`src/rtl/quad_enc_gen.sv`:
```
// Quadrature encoder pattern generator: turns single-cycle CW/CCW step requests
// into a Gray-coded A/B sequence, holding each state for PHASE_CYCLES clocks.
module quad_enc_gen #(
  parameter int PHASE_CYCLES = 1000,
  parameter int CNT_W        = 8
) (
  input  logic                    clk,
  input  logic                    reset,
  input  logic                    step_cw,
  input  logic                    step_ccw,
  output logic                    enc_a,
  output logic                    enc_b,
  output logic                    busy,
  output logic signed [CNT_W-1:0] pending,
  output logic                    drop
);

  localparam int                     TMR_W    = $clog2(PHASE_CYCLES);
  localparam logic [TMR_W-1:0]       TMR_LOAD = TMR_W'(PHASE_CYCLES - 1);
  localparam logic signed [CNT_W+1:0] ONE     = (CNT_W+2)'(1);
  localparam logic signed [CNT_W+1:0] NEG_ONE = '1;
  localparam logic signed [CNT_W+1:0] PEND_MAX = {3'b000, {(CNT_W-1){1'b1}}};
  localparam logic signed [CNT_W+1:0] PEND_MIN = {3'b111, {(CNT_W-1){1'b0}}};

  typedef enum logic {IDLE, HOLD} state_t;

  state_t                    state, state_next;
  logic [TMR_W-1:0]          timer, timer_next;
  logic                      step_now, dir_cw;
  logic                      a_next, b_next, busy_next, drop_next;
  logic signed [CNT_W+1:0]   pend_ext, req_delta, consume, sum, clamped;
  logic signed [CNT_W-1:0]   pending_next;

  // NOTE: every signal written here gets a default first, so no path leaves
  // it unassigned and no latch is inferred.
  always_comb begin
    state_next = state;
    timer_next = timer;
    step_now   = 1'b0;

    case (state)
      IDLE: step_now = (pending != '0);
      HOLD: begin
        if (timer == '0) begin
          if (pending != '0) step_now = 1'b1;
          else               state_next = IDLE;
        end else begin
          timer_next = timer - 1'b1;
        end
      end
      default: state_next = IDLE;
    endcase

    if (step_now) begin
      state_next = HOLD;
      timer_next = TMR_LOAD;
    end

    // Direction follows the sign of the backlog; only meaningful when nonzero.
    dir_cw  = ~pending[CNT_W-1];
    consume = step_now ? (dir_cw ? ONE : NEG_ONE) : '0;

    // Simultaneous CW and CCW requests cancel out.
    if (step_cw && !step_ccw)      req_delta = ONE;
    else if (step_ccw && !step_cw) req_delta = NEG_ONE;
    else                           req_delta = '0;

    pend_ext = {{2{pending[CNT_W-1]}}, pending};
    sum      = pend_ext + req_delta - consume;

    drop_next = 1'b0;
    clamped   = sum;
    if (sum > PEND_MAX) begin
      clamped   = PEND_MAX;
      drop_next = 1'b1;
    end else if (sum < PEND_MIN) begin
      clamped   = PEND_MIN;
      drop_next = 1'b1;
    end
    pending_next = clamped[CNT_W-1:0];

    // One Gray step: CW walks 00->10->11->01, CCW walks it backwards.
    a_next = enc_a;
    b_next = enc_b;
    if (step_now) begin
      if (dir_cw) begin
        a_next = ~enc_b;
        b_next = enc_a;
      end else begin
        a_next = enc_b;
        b_next = ~enc_a;
      end
    end

    busy_next = (state_next == HOLD) || (pending_next != '0);
  end

  // NOTE: state registers use non-blocking assignments so every flop samples
  // the pre-edge values regardless of statement order.
  always_ff @(posedge clk or posedge reset) begin
    if (reset) begin
      state   <= IDLE;
      timer   <= '0;
      pending <= '0;
      enc_a   <= 1'b0;
      enc_b   <= 1'b0;
      busy    <= 1'b0;
      drop    <= 1'b0;
    end else begin
      state   <= state_next;
      timer   <= timer_next;
      pending <= pending_next;
      enc_a   <= a_next;
      enc_b   <= b_next;
      busy    <= busy_next;
      drop    <= drop_next;
    end
  end

endmodule

```
`config.mk`:
```
export PLATFORM = sky130hd
export DESIGN_NAME = quad_enc_gen
export DESIGN_NICKNAME = d
export VERILOG_FILES = /design/src/rtl/quad_enc_gen.sv
export SDC_FILE = /design/constraint.sdc
export NUM_CORES = 1
export LEC_CHECK = 0
export CORE_MARGIN = 2
export CORE_UTILIZATION = 49
export DETAILED_ROUTE_END_ITERATION = 7
export PLACE_DENSITY = 0.66
export SLEW_MARGIN = 20
export SYNTH_ARGS = -nofsm -noshare
export SYNTH_HDL_FRONTEND = slang
export SYNTH_SLANG_ARGS = --single-unit
```
`constraint.sdc`:
```
create_clock -name clk -period 7.4 [get_ports clk]
set_input_delay 1.48 -clock clk [delete_from_list [all_inputs] [get_ports clk]]
set_output_delay 1.48 -clock clk [all_outputs]
set_load 0.05 [all_outputs]
```
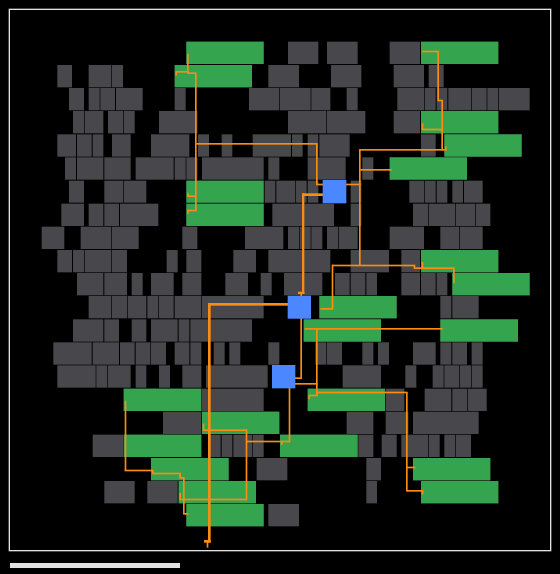
Figure 1: run 1, clock wires, drivers and flops.
Scale bar: 20 um.
[cells driving clock nets] blue | count: 3
[flip-flops] green | count: 23
[clock wires] orange | length: 291 um
routed clock nets: 4
Worst Skew: 6.36 ps
Clk pwr share: 6.5%
Clock Power: 0.0594 mW

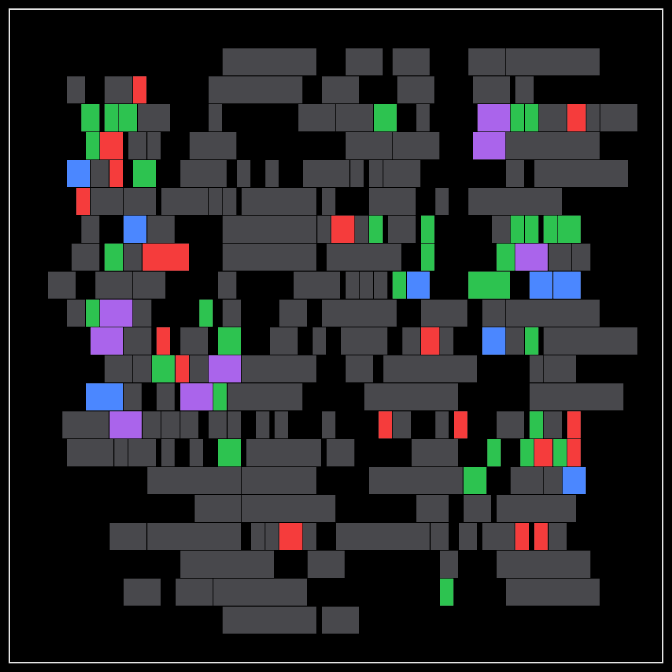
Figure 2: run 1, gate families picked out.
| family | color | cells |
|---|---|---|
| XOR/XNOR gates | purple | 8 |
| NAND gates | green | 32 |
| AND and OR gates | blue | 8 |
| NOR gates | red | 18 |
most common logic cell in the routed design: inv_1
Comb area share: 53.0%
Finished Layout Cells: 260

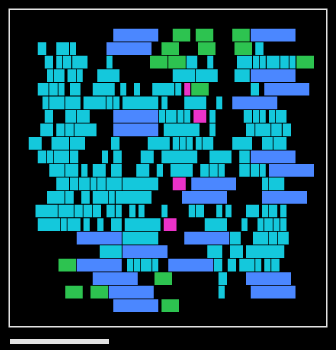
Figure 3: run 1, cells colored by class.
Scale bar: 20 um.
| class | color | cells |
|---|---|---|
| clock drivers and dummy loads | magenta | 4 |
| all other logic | cyan | 172 |
| flip-flops | blue | 23 |
| other buffers and delay cells | green | 15 |
Final Util: 58.3%
Design Area, Final: 1960 um^2
flop share of the area: 29.3%
Core ar.: 3360 um^2

==> impl_metrics.py, run 1 <==
# Physical implementation metrics
metrics = {
    "critical_path": {
        "max_stage_delay_ps": 470,
        "cp_cell_sequence": "clkdlybuf4s50_1 -> inv_1 -> ha_1 -> inv_1 -> fa_1 -> inv_1 -> ha_1 -> a211oi_1 -> nor2_1 -> nor2_1 -> o221ai_1 -> o21ai_1 -> o21ai_0",
        "end_kind": "flop",
        "path_delay_family": "AND-OR/OR-AND gates",
        "crit_top_cell": "inv_1",
        "arrival_ps": 4730,
        "cp_num_cells": 13,
        "worstSetupPathType": "in -> reg",
        "worstPathRequired_ps": 7560,
        "rr_worst_depth": 13,
        "cpMaxStageDelayCell": "fa_1",
        "regToRegSetupSlack_ps": 3000,
        "rr_endpoint": "pending[2]$_DFF_PP0_",
        "worst_setup_path_start_kind": "primary input",
        "setup.worst_path.start": "step_cw",
        "r2r_start": "timer[3]$_DFFE_PP0P_",
        "critPathCapture": "pending[2]$_DFF_PP0_",
        "critPathBufInv": 4,
        "crit_fanout": 8,
    },
    "power_and_ir_drop": {
        "power.share.sequential_pct": 22.7,
        "power_leader": "combinational logic",
        "ir_drop_mv": 0.283,
        "p_sw_mw": 0.485,
        "powerComb_mw": 0.650,
        "switching_share_pct": 52.9,
        "sequentialPower_mw": 0.208,
        "internal_power_mw": 0.433,
        "pwr-share-comb_pct": 70.8,
        "p_leak_nw": 0.927,
        "powerDensity_nw_per_um2": 468,
        "finalPower_mw": 0.918,
    },
    "floorplanning": {
        "pin_count": 16,
        "die_height_um": 63.5,
        "rows": 21,
        "dieWidth_um": 63.5,
        "initial_utilization_pct": 51.6,
        "die_area_um2": 4040,
    },
    "cts": {
        "clk_pin_slew_ps": 130,
        "clk_latency_ps": 310,
        "cts_buffer_depth": 2,
        "cts_tree": "done",
        "cts_buffers": 3,
        "cts-hold-fix-buffers": 0,
        "clock_sinks": 23,
        "cts.htree.levels": 1,
        "postCtsResizedCells": 0,
        "ctsRootBufferMaster": "clkbuf_4",
        "post-cts-setup-buffers": 0,
    },
    "route": {
        "avgViaCountPerCell": 5.65,
        "drc": 0,
        "drtAntennaViolNets": 0,
        "via_count": 1470,
        "routed_wl_um": 3760,
        "drt-initial-drc-count": 101,
        "drtPass1Iterations": 4,
        "avgRoutedWirePerCell_um": 14.4,
    },
    "placement": {
        "placed_area_um2": 1940,
        "port_buffers": 15,
        "place_ws_ps": 2560,
        "placed_cells": 256,
        "place_hpwl_um": 3000,
        "gp_congestion": 0.944,
    },
    "timing": {
        "hold_viol_final": 0,
        "period_needed_ps": 4570,
        "finalSetupViolCount": 0,
        "finalClockPeriodUsage_pct": 61.8,
        "final.setup.worst_slack_ps": 2830,
        "relSlewSlack_pct": 41.6,
        "max_freq_ghz": 0.219,
        "maxSlewViolCount": 0,
        "grt_setup_unrepaired": "no",
        "tightest_slew_ps": 875,
        "hold_slack_ps": 494,
        "finalSetupTns_ps": 0,
    },
    "final_layout": {
        "nets": 240,
        "drive_above_1_share_pct": 3.74,
        "fillers": 326,
        "regArea_um2": 576,
        "diodes": 0,
        "comb_area_um2": 1040,
        "area_growth_pct": 13.0,
    },
    "flow_run": {
        "cap_violations": 0,
        "warning_count": 27,
    },
    "grt": {
        "grt_pass1_wl_um": 6740,
        "overflow": 0,
        "grt_util_met3_pct": 1.07,
        "grt_pass1_vias": 1540,
        "grt_util_met2_pct": 37.5,
        "grt_max_degree": 24,
        "grt.total_usage_pct": 21.0,
        "use_met1_pct": 25.9,
        "grt.busiest_layer": "met2",
        "antenna_found_initial": 0,
    },
    "yosys": {
        "syn_area_um2": 1740,
        "synth_cell_types": 40,
        "ys_seq_share_pct": 33.1,
        "yosysCellCount": 197,
        "ff_type": "dfrtp_1",
        "yosys_area_um2": 1740,
        "synthArstFlopShare_pct": 100,
        "synth-seq-cells": 23,
        "edf_count": 0,
        "syn_nets": 222,
        "syn_avg_cell_area_um2": 8.82,
        "synth_warnings": 0,
        "syn_inst": 197,
    },
    "worst_hold_path": {
        "holdPathStages": 1,
        "holdCritStartpoint": "timer[5]$_DFFE_PP0P_",
        "hold_end": "timer[5]$_DFFE_PP0P_",
        "hold_path.class": "reg -> reg",
    },
    "status": {
        "status": "finished, final reports clean",
    },
}
## run 1: cells in the final DEF (no fill, tap or decap), drive strengths merged, types with 5 or more instances in the layout
master and n:
clkdlybuf4s50 15, fa 7, xor2 5, nand2 21
inv 30, nand2b 7, dfrtp 23, a21oi 16
o21ai 14, nor2 11, ha 14
## run 1: state kept, by name, summed over array words and instances, names as in the netlist
| name | count |
|---|---|
| drop | 1 |
| enc_b | 1 |
| timer | 10 |
| enc_a | 1 |
| pending | 8 |
| state | 1 |
| busy | 1 |
## run 1: cells by family (layout without fill, tap and decap cells)
logic type                 count (synthesis)  after routing  share of synthesized area (%)
DFF                                       23             23                           33.1
and+or+nand+nor                           58             58                           16.9
adders and majority gates                 21             21                           18.2
buffers and inverters                     32             49                           6.99
xor gates and xnor gates                   8              8                           4.03
AOI/OAI and AO/OA                         55             55                           20.8
## run 1: cell usage after synthesis (3+ instances only)
cell type / number / area share [%]
nand3_1: 4 / 1.2
a21oi_1: 16 / 4.6
o21ai_0: 13 / 3.7
fa_1: 7 / 8.1
nor3_1: 3 / 0.86
or3_1: 3 / 1.1
xnor2_1: 3 / 1.5
a21o_1: 3 / 1.3
nand2_1: 20 / 4.3
dfrtp_1: 23 / 33
inv_1: 30 / 6.5
a41oi_1: 3 / 1.5
nor2_1: 11 / 2.4
o211ai_1: 4 / 1.7
xor2_1: 5 / 2.5
nand2b_1: 7 / 2.5
ha_1: 14 / 10
## run 1: routing by layer
metal,routed length (um),vias to the layer above
met3,87,8
li1,-,713
met1,1590,716
met2,2000,33
met4,72,0
met5,0,-
## run 1: final cells by class
cell class              count  area share, %
inverters                  30           5.74
flip-flops and latches     23           29.3
repair buffers             15           7.65
well taps                  46           2.93
multi-input cells         142           53.0
clock buffers               4           1.34
Figure 4. Where the registers sit (run 1).
Scale bar: 20 um. Other sequential cells in the stronger gray, the rest of the logic in the fainter gray.
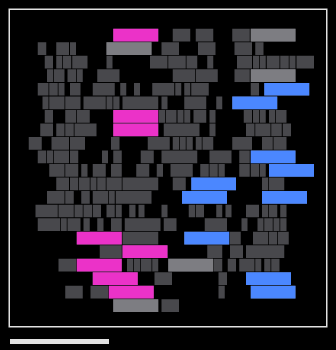

==> inputs of run 2 (changes only) <==
- PLACE_DENSITY: 0.66 -> 0.68
- clock period: 7.4 -> 3.92 ns (I/O delays scaled with it)
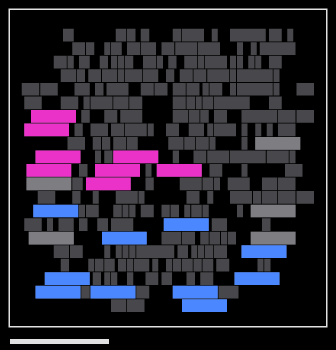
Figure 5: run 2, where the registers sit.
Scale bar: 20 um. Other sequential cells in the stronger gray, the rest of the logic in the fainter gray.
| name in the netlist | color | flops |
|---|---|---|
| `timer` | blue | 10 |
| `pending` | magenta | 8 |
Final Util: 64.1%
Seq. cell area: 576 um^2
flop share of the area: 26.7%
Sequential Power: 0.401 mW

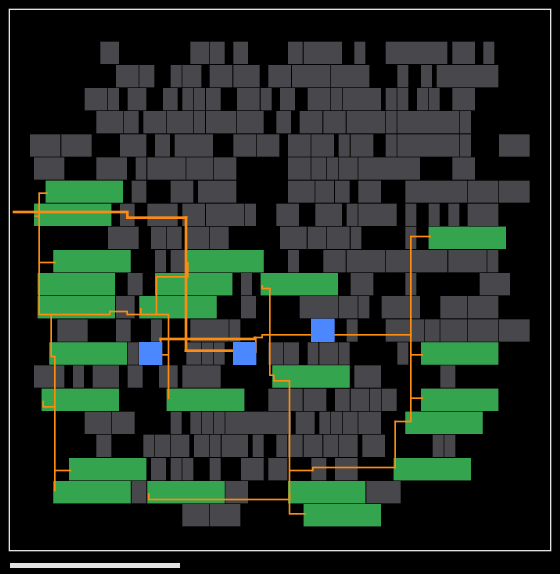
Figure 6: run 2, clock wires, drivers and flops.
Scale bar: 20 um.
[cells driving clock nets] blue | count: 3
[flip-flops] green | count: 23
[clock wires] orange | length: 253 um
routed clock nets: 4
clk latency late pin: 310 ps
Worst Skew: 13.6 ps
Clk pwr share: 5.4%

==> run 2 against run 1 <==
Against the previous run: register-to-register slack worse by 2800 ps; sequential power up 93%; via count up 5.4%; final cell count up 8.8%; non-clock buffer count up 23; sequential share of layout area down 2.6 points; core utilization up 5.7 points; worst hold slack better by 6.0 ps; largest cell class unchanged; die area unchanged; synthesized cell count unchanged; sequential cell count unchanged.
==> impl_metrics.py, run 2 <==
# Physical implementation metrics
metrics = {
    "floorplanning": {
        "die_height_um": 63.5,
        "initial_utilization_pct": 51.6,
        "core_area_um2": 3360,
        "pin_count": 16,
        "dieWidth_um": 63.5,
        "die_area_um2": 4040,
        "rows": 21,
    },
    "critical_path": {
        "critPathCapture": "busy$_DFF_PP0_",
        "crit_fanout": 4,
        "worst_setup_path_start_kind": "flop",
        "crit_top_cell": "fa_1",
        "cp_num_cells": 13,
        "cp_cell_sequence": "or4_4 -> o31ai_4 -> nand2_1 -> fa_1 -> inv_1 -> fa_1 -> nand2b_1 -> a21o_1 -> nand3_1 -> o311ai_1 -> buf_4 -> nor4_2 -> o211ai_1",
        "r2r_start": "timer[3]$_DFFE_PP0P_",
        "rr_worst_depth": 13,
        "rr_endpoint": "busy$_DFF_PP0_",
        "worstSetupPathType": "reg -> reg",
        "critPathBufInv": 2,
        "regToRegSetupSlack_ps": 150,
        "path_delay_family": "simple AND/OR/NAND/NOR gates",
        "cpMaxStageDelayCell": "or4_4",
        "worstPathRequired_ps": 4100,
        "max_stage_delay_ps": 570,
        "setup.worst_path.start": "timer[3]$_DFFE_PP0P_",
        "end_kind": "flop",
        "arrival_ps": 3950,
    },
    "grt": {
        "grt_pass1_vias": 1565,
        "overflow": 0,
        "grt_pass1_wl_um": 7130,
        "antenna_found_initial": 0,
        "grt.total_usage_pct": 22.0,
        "grt_max_degree": 24,
    },
    "yosys": {
        "syn_inst": 197,
        "synth_warnings": 0,
        "netlist.area_leader.share_pct": 33.1,
        "synth-seq-cells": 23,
        "edf_count": 0,
        "yosysCellCount": 197,
        "syn_area_um2": 1740,
        "ff_type": "dfrtp_1",
        "yosys_area_um2": 1740,
        "synth.largest_area_cell": "dfrtp_1",
        "syn_avg_cell_area_um2": 8.82,
        "synthArstFlopShare_pct": 100,
        "synth_cell_types": 40,
        "yosysMostFrequentCell": "inv_1",
        "top_cells_by_area": "dfrtp_1 (33%), ha_1 (10%), fa_1 (8.1%)",
        "syn_nets": 222,
        "yosys-top-cells-count": "inv_1 (30), dfrtp_1 (23), nand2_1 (20), a21oi_1 (16), ha_1 (14)",
        "ys_seq_share_pct": 33.1,
    },
    "worst_hold_path": {
        "holdPathStages": 1,
        "holdCritStartpoint": "timer[5]$_DFFE_PP0P_",
        "hold_end": "timer[5]$_DFFE_PP0P_",
        "hold_path.class": "reg -> reg",
    },
    "final_layout": {
        "final_cell_mix": "inv_1 (28), dfrtp_1 (23), buf_4 (23), nand2_1 (20), a21oi_1 (16)",
        "diodes": 0,
        "drive_above_1_share_pct": 16.5,
        "final_cells": 283,
        "area_growth_pct": 24.1,
        "regMostFlops": "timer",
        "largest_reg_flops": 10,
        "layout_top_cell": "inv_1",
        "reg_top3": "timer x10, pending x8",
        "nets": 263,
    },
    "flow_run": {
        "cap_violations": 0,
        "warning_count": 27,
    },
    "status": {
        "status": "finished, final reports clean",
    },
    "route": {
        "drt-initial-drc-count": 84,
        "avgRoutedWirePerCell_um": 14.2,
        "via_count": 1550,
        "drtAntennaViolNets": 0,
        "avgViaCountPerCell": 5.48,
        "routed_wl_um": 4020,
        "drtPass1Iterations": 4,
        "drc": 0,
    },
    "cts": {
        "clk_pin_slew_ps": 130,
        "cts_tree": "done",
        "cts_buffers": 3,
        "ctsRootBufferMaster": "clkbuf_4",
        "cts.htree.levels": 1,
        "clock_sinks": 23,
        "cts_buffer_depth": 2,
        "cts-hold-fix-buffers": 0,
    },
    "power_and_ir_drop": {
        "ir_drop_mv": 0.724,
        "powerDensity_nw_per_um2": 925,
        "p_leak_nw": 1.05,
    },
    "timing": {
        "max_freq_ghz": 0.265,
        "period_needed_ps": 3770,
        "finalClockPeriodUsage_pct": 96.2,
        "relSlewSlack_pct": 41.3,
        "maxSlewViolCount": 0,
        "finalSetupViolCount": 0,
        "hold_viol_final": 0,
        "tightest_slew_ps": 879,
    },
    "placement": {
        "gp_congestion": 0.905,
        "place_hpwl_um": 3260,
        "placed_cells": 276,
        "port_buffers": 15,
    },
}
-- run 2: netlist changes by cell type in the layout (fill, tap and decap cells not counted), sizes merged --
cell	before	now
buf	0	23
clkinv	0	1
clkbuf	4	3
-- run 2: stage by stage --
| stage | worst slack (ps) | hold WS (ps) | power [mW] | TNS (ps) | cell area, um^2 |
|---|---|---|---|---|---|
| floorplan | 94.2 | 443 | 1.29 | 0 | 1740 |
| global placement | -99.5 | 461 | 1.79 | -380 | 2090 |
| detailed placement | -153 | 481 | 1.81 | -967 | 2090 |
| CTS | 46.3 | 499 | 1.95 | 0 | 2120 |
| global route | -9.20 | 526 | 2.19 | -9.20 | 2150 |
| finish | 151 | 500 | 1.99 | 0 | 2150 |
-- run 2: per-layer routing --
metal | wire length, um | global-route usage, % | share of wire [%]
met1 | 2060 | 33.6 | 51
met2 | 1750 | 33.6 | 43
met3 | 186 | 3.93 | 4.6
met4 | 34 | 2.72 | 0.85
met5 | 0 | 0 | 0
-- run 2: where the power goes --
part	internal, mW	switching, mW	leakage [nW]
Clock	0.0381	0.0691	0.0177
Sequential	0.323	0.0776	0.240
Combinational	0.645	0.840	0.789
Total	1.01	0.987	1.05
-- run 2: kinds of logic after synthesis --
logic type / synth area share, %
XOR/XNOR: 4.03
flip-flops: 33.1
AND-OR/OR-AND: 20.8
adder cells (fa/ha/maj): 18.2
buffers and inverters: 6.99
AND/OR/NAND/NOR: 16.9
-- run 2: repair_timing --
action,CTS,global route
pin swaps,0,1
gates resized,1,11
buffers inserted,0,3
endpoints found under the setup margin,2,9
-- run 2: final cells by class --
type,count,area [um^2]
clock buffer,3,22.5
clock inverter,1,5.00
fill,316,1210
inverter,30,113
multi-input combinational,142,1060
sequential,23,576
tap,46,57.6
timing repair buffer,38,323
Figure 7. Gate families picked out (run 2).
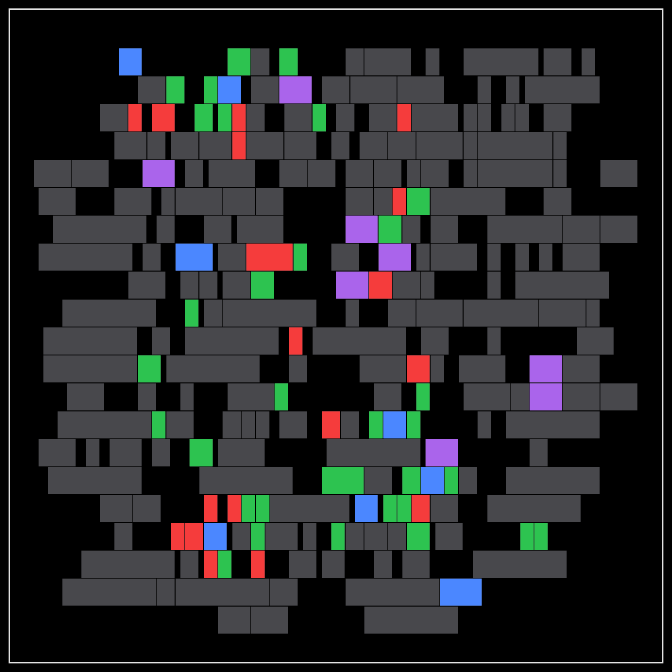

==> inputs of run 3 (changes only) <==
- PLACE_DENSITY: 0.68 -> unset
- PLACE_DENSITY_LB_ADDON: unset -> 0.05
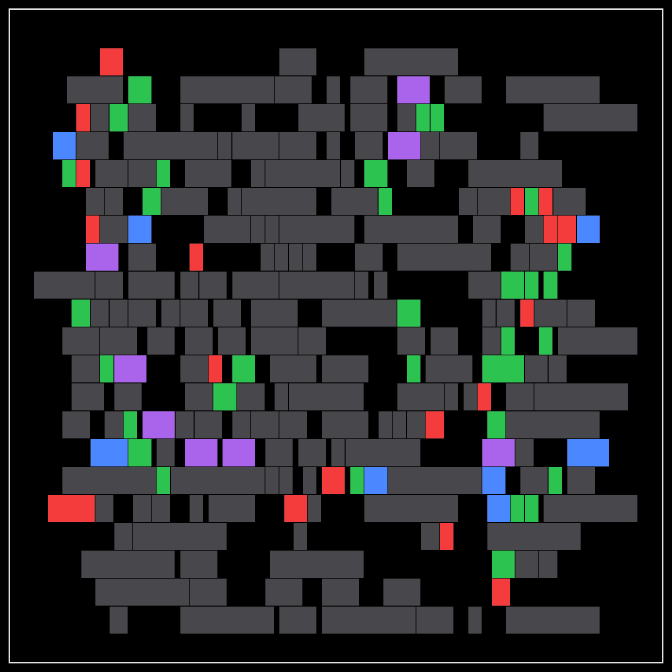
Figure 8: run 3, gate families picked out.
| family | color | cells |
|---|---|---|
| AND and OR gates | blue | 8 |
| NAND gates | green | 32 |
| NOR gates | red | 18 |
| XOR/XNOR gates | purple | 8 |
Finished Layout Cells: 280
Comb area share: 49.9%

==> run 3 against run 2 <==
Against the previous run: core utilization shrank 0.15 points; non-clock buffer count shrank 3; setup slack improved by 68 ps; sequential share of layout area rose by 0.062 points; global-route usage decreased by 0.29 points; power is 0.25% higher; fmax rose by 1.8%; final cell count decreased by 1.1%; count of clock-buffer cells in the layout stayed put; wire length decreased by 0.57%; sequential power down 2%; clock skew fell by 3.8 ps; critical path type unchanged; largest cell class unchanged.
==> impl_metrics.py, run 3 <==
# Physical implementation metrics
metrics = {
    "timing": {
        "maxSlewViolCount": 0,
        "max_freq_ghz": 0.270,
        "final.setup.worst_slack_ps": 219,
        "tightest_slew_ps": 901,
        "finalSetupViolCount": 0,
        "period_needed_ps": 3700,
        "finalClockPeriodUsage_pct": 94.4,
        "hold_viol_final": 0,
        "finalSetupTns_ps": 0,
        "relSlewSlack_pct": 39.9,
        "clock_skew_ps": 9.77,
        "grt_setup_unrepaired": "no",
    },
    "critical_path": {
        "end_kind": "flop",
        "crit_fanout": 4,
        "regToRegSetupSlack_ps": 220,
        "r2r_start": "timer[3]$_DFFE_PP0P_",
        "worstPathRequired_ps": 4110,
        "worst_setup_path_start_kind": "flop",
        "worstSetupPathType": "reg -> reg",
        "rr_worst_depth": 17,
        "rr_endpoint": "busy$_DFF_PP0_",
        "setup.worst_path.start": "timer[3]$_DFFE_PP0P_",
        "critPathCapture": "busy$_DFF_PP0_",
        "arrival_ps": 3890,
    },
    "worst_hold_path": {
        "hold_path.class": "reg -> reg",
    },
    "grt": {
        "grt.busiest_layer": "met2",
        "overflow": 0,
        "grt_util_met3_pct": 0.536,
        "grt_max_degree": 24,
        "antenna_found_initial": 0,
        "grt_pass1_vias": 1532,
        "grt.total_usage_pct": 21.8,
        "grt_util_met2_pct": 40.5,
        "use_met1_pct": 26.2,
        "grt_pass1_wl_um": 6870,
    },
    "yosys": {
        "ys_seq_share_pct": 33.1,
        "synth-seq-cells": 23,
        "netlist.area_leader.share_pct": 33.1,
        "logic_family": "AND-OR/OR-AND gates",
        "syn_avg_cell_area_um2": 8.82,
        "ff_type": "dfrtp_1",
        "syn_nets": 222,
        "edf_count": 0,
        "synth_warnings": 0,
        "xor_share_pct": 4.03,
        "synthArstFlopShare_pct": 100,
        "ys_sh_simple_pct": 16.9,
        "yosys.area_share.aoi_pct": 20.8,
        "yosysCellCount": 197,
        "synth.largest_area_cell": "dfrtp_1",
        "synth_cell_types": 40,
        "synth_adder_area_share_pct": 18.2,
        "mux_share_pct": 0,
        "syn_area_um2": 1740,
        "yosys_area_um2": 1740,
        "yosysMostFrequentCell": "inv_1",
        "yosys-top-cells-count": "inv_1 (30), dfrtp_1 (23), nand2_1 (20), a21oi_1 (16), ha_1 (14)",
        "top_cells_by_area": "dfrtp_1 (33%), ha_1 (10%), fa_1 (8.1%)",
        "syn_inst": 197,
    },
    "cts": {
        "cts_buffer_depth": 2,
        "post-cts-setup-buffers": 0,
        "ctsRootBufferMaster": "clkbuf_4",
        "cts_tree": "done",
        "clk_pin_slew_ps": 140,
        "clock_sinks": 23,
        "cts.htree.levels": 1,
        "cts-hold-fix-buffers": 0,
        "cts_buffers": 3,
        "clk_latency_ps": 320,
    },
    "power_and_ir_drop": {
        "p_clk_mw": 0.118,
        "switching_share_pct": 50.3,
        "power_leader": "combinational logic",
        "internal_power_mw": 0.994,
        "ir_drop_mv": 0.616,
        "pwr-share-comb_pct": 74.4,
        "p_leak_nw": 1.03,
        "powerComb_mw": 1.49,
        "powerDensity_nw_per_um2": 930,
        "p_sw_mw": 1.01,
        "clkPwrFrac_pct": 5.9,
        "power.share.sequential_pct": 19.7,
    },
    "floorplanning": {
        "pin_count": 16,
        "die_area_um2": 4040,
        "core_area_um2": 3360,
        "dieWidth_um": 63.5,
        "rows": 21,
        "initial_utilization_pct": 51.6,
        "die_height_um": 63.5,
    },
    "placement": {
        "placed_area_um2": 2090,
        "gp_congestion": 0.885,
        "port_buffers": 15,
        "place_hpwl_um": 3300,
        "placed_cells": 276,
        "place_ws_ps": -208,
    },
    "final_layout": {
        "fillers": 308,
        "diodes": 0,
        "regMostFlops": "timer",
        "final_cell_mix": "inv_1 (29), dfrtp_1 (23), buf_4 (20), nand2_1 (19), a21oi_1 (16)",
        "regArea_um2": 576,
        "layout_top_cell": "inv_1",
        "drive_above_1_share_pct": 15.8,
        "reg_top3": "timer x10, pending x8",
        "nets": 260,
        "area_growth_pct": 23.8,
        "largest_reg_flops": 10,
        "comb_area_um2": 1070,
        "stdcell_area_um2": 2150,
    },
    "route": {
        "drtPass1Iterations": 4,
        "avgViaCountPerCell": 5.43,
        "routed_wl_um": 4000,
        "met1_length_um": 1690,
        "met3_length_um": 45,
        "drtAntennaViolNets": 0,
        "via_count": 1521,
        "drc": 0,
        "drt-initial-drc-count": 73,
        "avgRoutedWirePerCell_um": 14.3,
        "top_layer_used": "met4",
        "wl_met2_um": 2140,
    },
    "flow_run": {
        "cap_violations": 0,
        "warning_count": 28,
    },
    "status": {
        "status": "finished, final reports clean",
    },
}
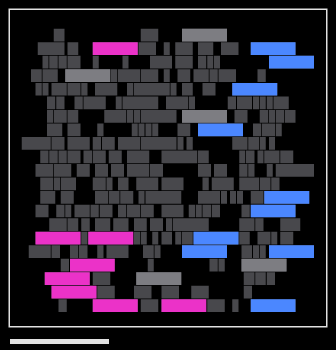
Figure 9: run 3, where the registers sit.
Scale bar: 20 um. Other sequential cells in the stronger gray, the rest of the logic in the fainter gray.
| name in the netlist | color | flops |
|---|---|---|
| `pending` | magenta | 8 |
| `timer` | blue | 10 |
not colored: 5
flop share of the area: 26.8%
Final Util: 63.9%
Sequential Power: 0.394 mW

-- run 3: cell counts after synthesis --
Identical to the previous run, type by type.
-- run 3: repair_timing --
action	4_1_cts	5_1_grt
hold endpoints to repair	0	0
setup endpoints to repair	2	9
cloned	0	0
gates resized	1	9
pin swaps	1	3
-- run 3: cell type report --
cell class,instances,share of cell area [%]
Sequential cell,23,26.8
Clock inverter,1,0.349
Clock buffer,3,1.05
Multi-Input combinational cell,142,49.9
Timing Repair Buffer,35,14.0
Tap cell,46,2.68
Inverter,30,5.24
-- run 3: through the flow --
stage / hold WS [ps] / total power [mW]
CTS: 507 / 1.94
global placement: 476 / 1.77
global route: 540 / 2.17
detailed placement: 489 / 1.81
floorplan: 443 / 1.29
finish: 504 / 2.00
-- run 3: worst min path at each step --
stage | from | endpoint | slack (ps) | cells after the start
4_1_cts | timer[5]$_DFFE_PP0P_ | timer[5]$_DFFE_PP0P_ | 510 | 1
3_5_place_dp | timer[5]$_DFFE_PP0P_ | timer[5]$_DFFE_PP0P_ | 490 | 1
5_1_grt | timer[5]$_DFFE_PP0P_ | timer[5]$_DFFE_PP0P_ | 540 | 1
2_1_floorplan | timer[5]$_DFFE_PP0P_ | timer[5]$_DFFE_PP0P_ | 440 | 1
6_report | timer[5]$_DFFE_PP0P_ | timer[5]$_DFFE_PP0P_ | 500 | 1
3_3_place_gp | timer[5]$_DFFE_PP0P_ | timer[5]$_DFFE_PP0P_ | 480 | 1
-- run 3: critical path: stages (launching register included) --
cell      delay, ps
dfrtp_1         410
or4_4           560
o31ai_4         230
buf_4           160
nand2_1          70
inv_1            60
ha_1            220
inv_1            60
ha_1            160
inv_1            60
fa_1            380
nand2b_1        180
a21o_1          200
nand3_1         110
o311ai_2        130
buf_4           160
nor4_2          260
o211ai_1        160
Power figures rest on the tool's default switching activity, not on a simulated workload.
